$ cat config.mk
export PLATFORM = sky130hd
export DESIGN_NAME = axi_single_master
export DESIGN_NICKNAME = d
export VERILOG_FILES = /design/src/rtl/axi_pkg.sv /design/src/rtl/axi_single_master.sv
export SDC_FILE = /design/constraint.sdc
export NUM_CORES = 1
export LEC_CHECK = 0
export CORE_MARGIN = 10
export CORE_UTILIZATION = 41
export DETAILED_ROUTE_END_ITERATION = 10
export MAX_ROUTING_LAYER = met4
export PLACE_DENSITY = 0.84
export SLEW_MARGIN = 20
export SYNTH_ARGS = -nofsm -noshare
export SYNTH_HDL_FRONTEND = slang
export SYNTH_SLANG_ARGS = --single-unit
$ cat constraint.sdc
create_clock -name clk -period 8.2 [get_ports clk]
set_input_delay 2.05 -clock clk [delete_from_list [all_inputs] [get_ports clk]]
set_output_delay 2.05 -clock clk [all_outputs]
set_load 0.1 [all_outputs]
$ cat src/rtl/axi_pkg.sv
// Shared AXI3 channel bundles for the crossbar master slots, plus the core-side request bundle.
// Pure types and constants: no latency, no flow control of its own.
package axi_pkg;

  localparam int          AXI_ID_W        = 4;
  localparam logic [1:0]  AXI_BURST_INCR  = 2'b01;
  localparam logic [1:0]  AXI_RESP_OKAY   = 2'b00;
  localparam logic [1:0]  AXI_RESP_SLVERR = 2'b10;

  typedef struct packed {
    logic [AXI_ID_W-1:0] id;
    logic [31:0]         addr;
    logic [3:0]          len;
    logic [2:0]          size;
    logic [1:0]          burst;
    logic [1:0]          lock;
    logic [3:0]          cache;
    logic [2:0]          prot;
    logic                valid;
  } axi_ax_t;

  typedef struct packed {
    logic [AXI_ID_W-1:0] id;
    logic [31:0]         data;
    logic [3:0]          strb;
    logic                last;
    logic                valid;
  } axi_w_t;

  typedef struct packed {
    logic ready;
  } axi_rdy_t;

  typedef struct packed {
    logic [AXI_ID_W-1:0] id;
    logic [31:0]         data;
    logic [1:0]          resp;
    logic                last;
    logic                valid;
  } axi_r_t;

  typedef struct packed {
    logic [AXI_ID_W-1:0] id;
    logic [1:0]          resp;
    logic                valid;
  } axi_b_t;

  typedef struct packed {
    axi_ax_t  aw;
    axi_w_t   w;
    axi_rdy_t b;
    axi_ax_t  ar;
    axi_rdy_t r;
  } axi_req_t;

  typedef struct packed {
    axi_rdy_t aw;
    axi_rdy_t w;
    axi_b_t   b;
    axi_rdy_t ar;
    axi_r_t   r;
  } axi_resp_t;

  typedef struct packed {
    logic        req;
    logic        wr;
    logic [1:0]  size;
    logic [31:0] addr;
    logic [31:0] wdata;
    logic [3:0]  wstrb;
  } cbus_req_t;

  // Core size code (bytes = 1 << size) to AXI AxSIZE.
  function automatic logic [2:0] axi_size(input logic [1:0] size);
    return {1'b0, size};
  endfunction

endpackage

$ cat src/rtl/axi_single_master.sv
// Core req/ack port to single-beat AXI3, one transaction outstanding; data_ok 3 cycles after req at best.
// Latency grows one cycle per slave wait; addr_ok stays low while busy and each valid holds until its handshake.
module axi_single_master
  import axi_pkg::*;
#(
  parameter int ID = 0
) (
  input  logic        clk,
  input  logic        reset,
  input  logic        req,
  input  logic        wr,
  input  logic [1:0]  size,
  input  logic [31:0] addr,
  input  logic [31:0] wdata,
  input  logic [3:0]  wstrb,
  output logic        addr_ok,
  output logic        data_ok,
  output logic [31:0] rdata,
  output logic        err,
  output axi_req_t    axi_req,
  input  axi_resp_t   axi_resp
);

  typedef enum logic [2:0] {S_IDLE, S_AR, S_R, S_W, S_B, S_DONE} state_t;

  localparam logic [AXI_ID_W-1:0] AXI_ID = AXI_ID_W'(ID);

  state_t      state, state_nxt;
  cbus_req_t   core_req;
  logic        cur_wr;
  logic [1:0]  cur_size;
  logic [31:0] cur_addr;
  logic [31:0] cur_wdata;
  logic [3:0]  cur_wstrb;
  logic        aw_done, w_done;
  logic [31:0] rdata_q;
  logic        err_q;
  logic        ar_vld, aw_vld, w_vld, r_rdy, b_rdy;
  logic        ar_hs, aw_hs, w_hs, r_hs, b_hs;
  axi_ax_t     ax_hdr;
  logic        unused_resp;

  assign core_req = {req, wr, size, addr, wdata, wstrb};

  // Valids/readies decode from registered state only, so reset clears them without a clock.
  assign ar_vld = (state == S_AR);
  assign aw_vld = (state == S_W) && !aw_done;
  assign w_vld  = (state == S_W) && !w_done;
  assign r_rdy  = (state == S_R);
  assign b_rdy  = (state == S_B);

  assign ar_hs = ar_vld && axi_resp.ar.ready;
  assign aw_hs = aw_vld && axi_resp.aw.ready;
  assign w_hs  = w_vld  && axi_resp.w.ready;
  assign r_hs  = r_rdy  && axi_resp.r.valid;
  assign b_hs  = b_rdy  && axi_resp.b.valid;

  always_ff @(posedge clk or posedge reset) begin
    if (reset) begin
      state     <= S_IDLE;
      cur_wr    <= 1'b0;
      cur_size  <= '0;
      cur_addr  <= '0;
      cur_wdata <= '0;
      cur_wstrb <= '0;
      aw_done   <= 1'b0;
      w_done    <= 1'b0;
      rdata_q   <= '0;
      err_q     <= 1'b0;
    end else begin
      state <= state_nxt;
      if (state == S_IDLE && core_req.req) begin
        cur_wr    <= core_req.wr;
        cur_size  <= core_req.size;
        cur_addr  <= core_req.addr;
        cur_wdata <= core_req.wdata;
        cur_wstrb <= core_req.wstrb;
      end
      if (state == S_IDLE) begin
        aw_done <= 1'b0;
        w_done  <= 1'b0;
      end else begin
        if (aw_hs) aw_done <= 1'b1;
        if (w_hs)  w_done  <= 1'b1;
      end
      if (r_hs) begin
        rdata_q <= axi_resp.r.data;
        err_q   <= (axi_resp.r.resp != AXI_RESP_OKAY);
      end
      if (b_hs) err_q <= (axi_resp.b.resp != AXI_RESP_OKAY);
    end
  end

  always_comb begin
    state_nxt = state;
    addr_ok   = 1'b0;
    data_ok   = 1'b0;
    case (state)
      S_IDLE: begin
        addr_ok = 1'b1;
        if (core_req.req) state_nxt = core_req.wr ? S_W : S_AR;
      end
      S_AR:   if (ar_hs) state_nxt = S_R;
      S_R:    if (r_hs)  state_nxt = S_DONE;
      // AW and W complete independently, possibly in the same cycle.
      S_W:    if ((aw_done || aw_hs) && (w_done || w_hs)) state_nxt = S_B;
      S_B:    if (b_hs)  state_nxt = S_DONE;
      S_DONE: begin
        data_ok   = 1'b1;
        state_nxt = S_IDLE;
      end
      default: state_nxt = S_IDLE;
    endcase
  end

  always_comb begin
    ax_hdr       = '0;
    ax_hdr.id    = AXI_ID;
    ax_hdr.addr  = cur_addr;
    ax_hdr.size  = axi_size(cur_size);
    ax_hdr.burst = AXI_BURST_INCR;

    axi_req            = '0;
    axi_req.ar         = ax_hdr;
    axi_req.ar.valid   = ar_vld;
    axi_req.aw         = ax_hdr;
    axi_req.aw.valid   = aw_vld;
    axi_req.w.id       = AXI_ID;
    axi_req.w.data     = cur_wdata;
    axi_req.w.strb     = cur_wstrb;
    axi_req.w.last     = 1'b1;
    axi_req.w.valid    = w_vld;
    axi_req.r.ready    = r_rdy;
    axi_req.b.ready    = b_rdy;
  end

  assign rdata = rdata_q;
  assign err   = err_q;

  // Response IDs are ignored: the crossbar slot is private to this master.
  assign unused_resp = ^{axi_resp.r.id, axi_resp.b.id, axi_resp.r.last, cur_wr};

`ifndef SYNTHESIS
  r_single_beat: assert property (@(posedge clk) disable iff (reset) r_hs |-> axi_resp.r.last);
`endif

endmodule

run_1/floorplan.png
Scale bar: 50 um. Pins as bars on the die edge.
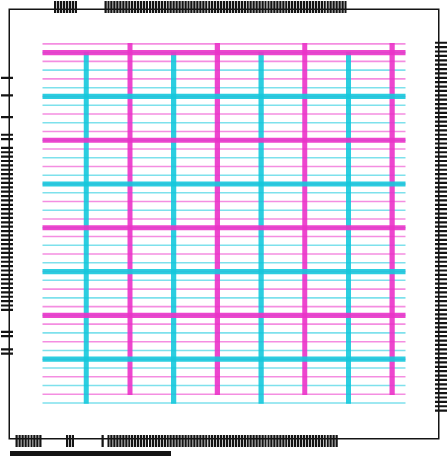
VSS -> cyan
VDD -> magenta
rows = 41
met5 straps = 8
signal pins = 313
met4 straps = 8
met1 rails = 42
area of the core: 0.0126 mm^2

run_1/class_map.png
Scale bar: 50 um.
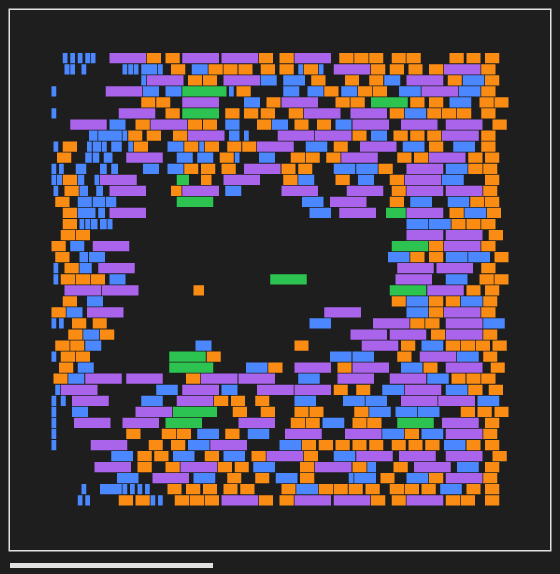
sequential cells -> purple  # cells 108
remaining buffers and delay cells -> orange  # cells 261
clock drivers and dummy loads -> green  # cells 14
remaining logic cells -> blue  # cells 187

run_1/clock_wires.png
Scale bar: 50 um.
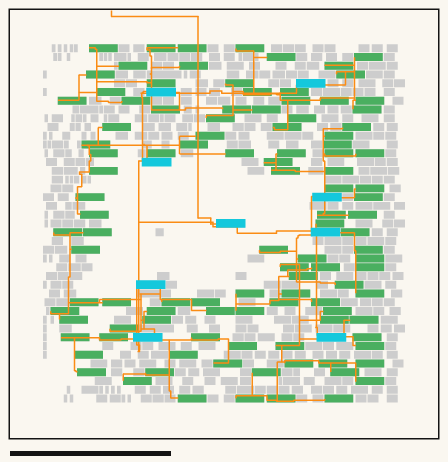
clock wires -> orange  # length 1390 um
clock-net drivers -> cyan  # count 9
flip-flops -> green  # count 108
routed clock nets = 10
flops lie = widely spread
Setup Skew: 0.00969 ns
Insertion Delay late pin: 0.35 ns

==> impl_metrics.ini, run 1 <==
; implementation run metrics
[status]
status = completed

[final_layout]
synthToLayoutAreaGrowth_pct = 47.2
layout.nets = 691
antennaDiodeCount = 0
seqCellArea_mm2 = 0.00270
fin_area_mm2 = 0.00770
fillers = 1000
logic_area_mm2 = 0.00182
drive_gt1_frac = 0.167

[logic_synthesis]
syn_avg_cell_area_um2 = 14.9
synth_top_cell_by_count = dfrtp_1
edf_count = 0
top_cell_area_share = 0.517
ys_seq_frac = 0.517
yosysCellCount = 351
synth_flops = 108
synthTopCellsByArea = dfrtp_1 (52%), mux2_4 (20%), buf_4 (12%), mux2_1 (6.7%), buf_12 (3.1%)
syn_area_mm2 = 0.00523
synth_cells = 351
synthArstFlopShare = 1.00
common_cells = dfrtp_1 (108), buf_4 (85), mux2_4 (70)
yosys_warnings = 0
ys_chip_area_mm2 = 0.00523
largest_area_cell = dfrtp_1
flop_cell = dfrtp_1
yosysUniqueCellTypes = 34

[route]
num_vias = 3282
firstDrtPassIters = 4
remaining_drc_errors = 0
via_per_inst = 4.42
avgRoutedWirePerCell_um = 20.4
dr.first_iter.drc_count = 193
ant_nets = 0
totalWireLength_um = 15100

[floorplanning]
pin_count = 313
core.rowCount = 41
die_w_um = 133
die-area_mm2 = 0.0177
initCoreUtil = 0.416
die_y_um = 133

[worst_setup_path]
path_cells = inv_2 > or3_1 > inv_1 > clkdlybuf4s50_1
max_stage_delay_ns = 1.16
reg2reg_slack_ns = 5.67
crit_required_ns = 6.15
r2r-start = state[0]$_DFFE_PP0P_
r2r_end = cur_wdata[24]$_DFFE_PP0P_
r2r_cells = 4
critPathCaptureType = output pin
worstPathArrival_ns = 2.66
slowest_stage = clkdlybuf4s50_1
path_class = reg -> out
worstPathMaxFanout = 11
start_kind = flop

[clock_network]
numCtsBuffers = 9
ctsHoldBuffers = 0
cts_resized = 0
cts_buffer_depth = 2
post_cts_buffers = 0
h-tree-depth = 3
clk_pin_slew_worst_paths_ns = 0.07
cts_root_buf = clkbuf_16
tritoncts = built
clock-sinks = 108

[flow_run]
maxCapViolations = 0
warning_count = 35

[place]
dp_hpwl_um = 11800
place_congestion = 0.795
port-buffer-count = 258
placed_cell_area_mm2 = 0.00736

[min_path]
min_path_cells = 1
hold_end = rdata[19]$_DFFE_PP0P_
min_path_type = reg -> reg
min_from = rdata[19]$_DFFE_PP0P_

[timing]
finalSetupViolCount = 0
fmax_mhz = 212
hold_violations = 0
rsz0062_at_grt = no
finalCritPeriodShare = 0.574
slew_violations = 0
layout_min_cycle_time_ns = 4.71
slew_headroom = 0.298
tightest_slew_ns = 1.05
setup_tns_ns = 0

[global_route]
grt_max_degree = 75
antenna_found_initial = 0
grt_pass1_vias = 3816
grt_pass1_wl_um = 22900
gr-usage-all-layers = 0.170
overflow = 0
-- run 1: cell type report --
type,count,share of cell area
inverters,5,0.00276
well taps,172,0.0280
multi-input cells,182,0.236
repair buffers,261,0.338
clock buffers,10,0.0310
flip-flops and latches,108,0.351
clock inverters,4,0.0128
-- run 1: cells by family (layout without fill, tap and decap cells) --
group / count (synthesis) / after routing / share of synthesized area
AND-OR/OR-AND: 15 / 15 / 0.0196
buffers and inverters: 104 / 280 / 0.167
flip-flops: 108 / 108 / 0.517
multiplexers: 104 / 104 / 0.274
other: 2 / 45 / 0.00144
AND/OR/NAND/NOR: 18 / 18 / 0.0213
-- run 1: routing by layer --
metal  track usage  part of all wire
met1         0.186              0.39
met2         0.297              0.54
met3        0.0413             0.053
met4        0.0575             0.017
met5             -                 0
-- run 1: registers in the layout (all words and copies together) (netlist names) --
register,flops
cur_addr,32
cur_wdata,32
rdata,32
cur_wstrb,4
state,3
cur_size,2
aw_done,1
err,1
w_done,1
-- run 1: worst max-delay path: cells and delay by family (launching register included) --
family	cells	cell delay (ns)
buf+inv	3	1.34
simple gates	1	0.43
flops	1	0.53
-- run 1: placed cells by master (no fill, tap or decap), types with 2 or more instances in the layout --
master,instances
a31oi_1,2
buf_4,3
bufinv_16,3
clkbuf_16,9
clkdlybuf4s50_1,258
conb_1,45
dfrtp_1,108
inv_1,3
mux2_1,31
mux2_2,2
mux2_4,70
nand2_1,2
nor2_1,6
o21ai_0,6
-- run 1: worst max path at each step --
stage                              start                  end
floorplan                          reset  aw_done$_DFFE_PP0P_
global placement    state[2]$_DFFE_PP0P_          axi_req[56]
detailed placement  state[2]$_DFFE_PP0P_          axi_req[56]
CTS                 state[2]$_DFFE_PP0P_          axi_req[56]
global route        state[2]$_DFFE_PP0P_          axi_req[56]
finish              state[2]$_DFFE_PP0P_          axi_req[56]
-- run 1: stage by stage --
stage	std cells	worst slack, ns	hold slack [ns]	utilization
floorplan	394	3.30	0.489	-
global placement	728	3.89	0.466	0.586
detailed placement	728	3.87	0.474	0.586
CTS	742	3.49	0.489	0.612
global route	742	3.39	0.507	0.612
finish	742	3.49	0.488	0.612
run_1/congestion_map.png
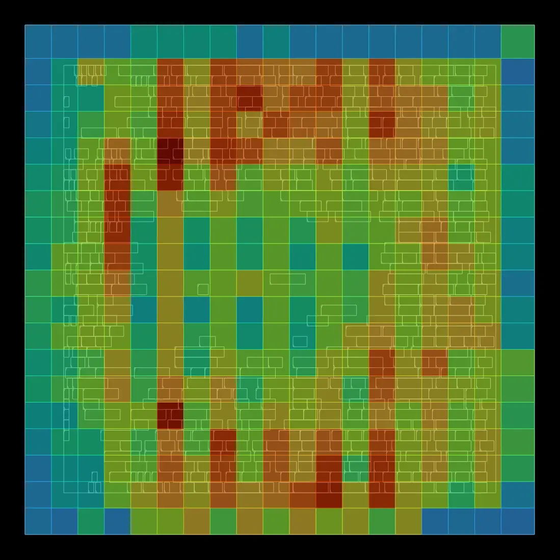

==> run 2, diff against run 1 <==
CORE_UTILIZATION = 34   (was 41)
PLACE_DENSITY = 0.74   (was 0.84)
clock period = 4.29 ns   (was 8.2 ns; I/O delays follow)
run_2/congestion_map.png
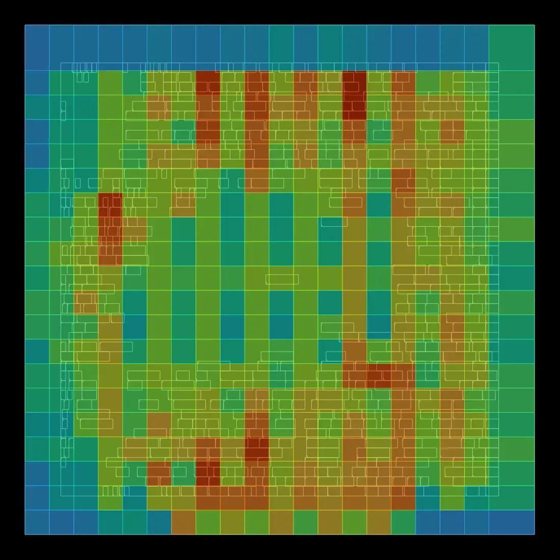
post-layout util: 0.508
All-Layer GR Usage: 0.139
met3 usage: 0.0420
drt wl/cell: 19.5 um

==> run 2 against run 1 <==
Effect of this change:
- critical path depth shrank 2
- area after synthesis is the same
- routed wire length shrank 2.0%
- largest cell class unchanged
- worst hold slack lost 0.0012 ns
- setup slack lost 2.6 ns
- core utilization shrank 10 points
- clock-buffer cell count is the same
==> impl_metrics.ini, run 2 <==
; implementation run metrics
[status]
status = completed

[flow_run]
maxCapViolations = 0
warning_count = 35

[final_layout]
antennaDiodeCount = 0
layout.nets = 693
final_cells = 762
fin_area_mm2 = 0.00769
drive_gt1_frac = 0.181
synthToLayoutAreaGrowth_pct = 47.1
layout_top_cells = clkdlybuf4s50_1 (252), dfrtp_1 (108), mux2_4 (70)
lay_top_count = clkdlybuf4s50_1

[logic_synthesis]
flop_cell = dfrtp_1
syn_avg_cell_area_um2 = 14.9
yosysUniqueCellTypes = 34
edf_count = 0
synthArstFlopShare = 1.00
top_cell_area_share = 0.517
yosys_warnings = 0
syn_area_mm2 = 0.00523
synth_cells = 351
synthTopCellsByArea = dfrtp_1 (52%), mux2_4 (20%), buf_4 (12%), mux2_1 (6.7%), buf_12 (3.1%)
largest_area_cell = dfrtp_1
synth_flops = 108
common_cells = dfrtp_1 (108), buf_4 (85), mux2_4 (70)
ys_chip_area_mm2 = 0.00523
synth_top_cell_by_count = dfrtp_1
yosysCellCount = 351
ys_seq_frac = 0.517

[floorplanning]
die-area_mm2 = 0.0207
die_y_um = 144
die_w_um = 144
core.rowCount = 45
initCoreUtil = 0.345
pin_count = 313
coreArea_mm2 = 0.0151

[worst_setup_path]
slowest_stage = clkdlybuf4s50_1
critPathTopFamily = buffers and inverters
worstPathMaxFanout = 18
reg2reg_slack_ns = 2.01
path_cells = nor3_2 > clkdlybuf4s50_1
start_kind = flop
r2r_cells = 4
crit_required_ns = 3.22
r2r-start = state[0]$_DFFE_PP0P_
critPathCaptureType = output pin
path_class = reg -> out
r2r_end = cur_wdata[14]$_DFFE_PP0P_
worstPathArrival_ns = 2.32
path_buffers = 1
max_stage_delay_ns = 1.18

[clock_network]
clk_pin_slew_worst_paths_ns = 0.07
numCtsBuffers = 9
tritoncts = built
ctsHoldBuffers = 0
cts_resized = 0
clock.latency.late_pin_ns = 0.35
cts_root_buf = clkbuf_16
cts_buffer_depth = 2
post_cts_buffers = 0
clock-sinks = 108
h-tree-depth = 3

[timing]
slew_violations = 0
setup_slack_ns = 0.895
setup_tns_ns = 0
skew_ns = 0.0112
fmax_mhz = 295
layout_min_cycle_time_ns = 3.39
tightest_slew_ns = 1.03
slew_headroom = 0.311
hold_violations = 0
finalCritPeriodShare = 0.791
rsz0062_at_grt = no
finalSetupViolCount = 0

[route]
via_per_inst = 4.34
totalWireLength_um = 14800
remaining_drc_errors = 0
firstDrtPassIters = 4
num_vias = 3305
ant_nets = 0
dr.first_iter.drc_count = 96

[global_route]
overflow = 0
antenna_found_initial = 0
grt_pass1_vias = 3685
grt_max_degree = 58
grt_pass1_wl_um = 21500

[place]
placed_cell_area_mm2 = 0.00740
place_ws_ns = 1.20
place_congestion = 0.857
dp.cells = 746
port-buffer-count = 258
dp_hpwl_um = 11900

[min_path]
min_path_type = reg -> reg
hold_end = rdata[24]$_DFFE_PP0P_
min_from = rdata[24]$_DFFE_PP0P_
min_path_cells = 1
run_2/floorplan.png
Scale bar: 50 um. Pins as bars on the die edge.
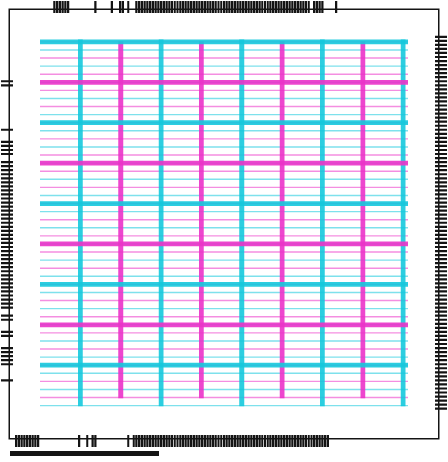
VSS -> cyan
VDD -> magenta
met4 straps = 9
met1 rails = 46
rows = 45
signal pins = 313

-- run 2: layout make-up --
type,instances,area [um^2]
Fill cell,1254,7460
Sequential cell,108,2700
Timing Repair Buffer,263,2630
Multi-Input combinational cell,182,1820
Tap cell,188,235
Clock buffer,10,229
Clock inverter,6,56.3
Inverter,5,21.3
-- run 2: how the worst max path moves through the flow --
stage	start	endpoint	slack, ns	cells after the start
6_report	state[0]$_DFFE_PP0P_	addr_ok	0.90	2
5_1_grt	state[0]$_DFFE_PP0P_	addr_ok	0.83	2
4_1_cts	state[0]$_DFFE_PP0P_	addr_ok	0.88	2
3_5_place_dp	axi_resp[0]	rdata[9]$_DFFE_PP0P_	1.20	4
3_3_place_gp	axi_resp[0]	rdata[8]$_DFFE_PP0P_	1.22	4
2_1_floorplan	reset	aw_done$_DFFE_PP0P_	0.37	1
-- run 2: logic make-up (layout without fill, tap and decap cells) --
kind of cell	after synthesis	count (layout)	synth area share
other cells	2	45	0.00144
buf+inv	104	284	0.167
compound gates	15	15	0.0196
mux	104	104	0.274
flops	108	108	0.517
simple gates	18	18	0.0213
-- run 2: layer usage --
metal,track usage,share of wire,vias up
li1,-,-,1495
met1,0.142,0.36,1628
met2,0.248,0.54,167
met3,0.0420,0.089,15
met4,0.0478,0.017,0
met5,-,0,-
-- run 2: through the flow --
step | hold WS, ns
4_1_cts | 0.490
6_report | 0.486
3_5_place_dp | 0.474
3_3_place_gp | 0.468
2_1_floorplan | 0.489
5_1_grt | 0.505
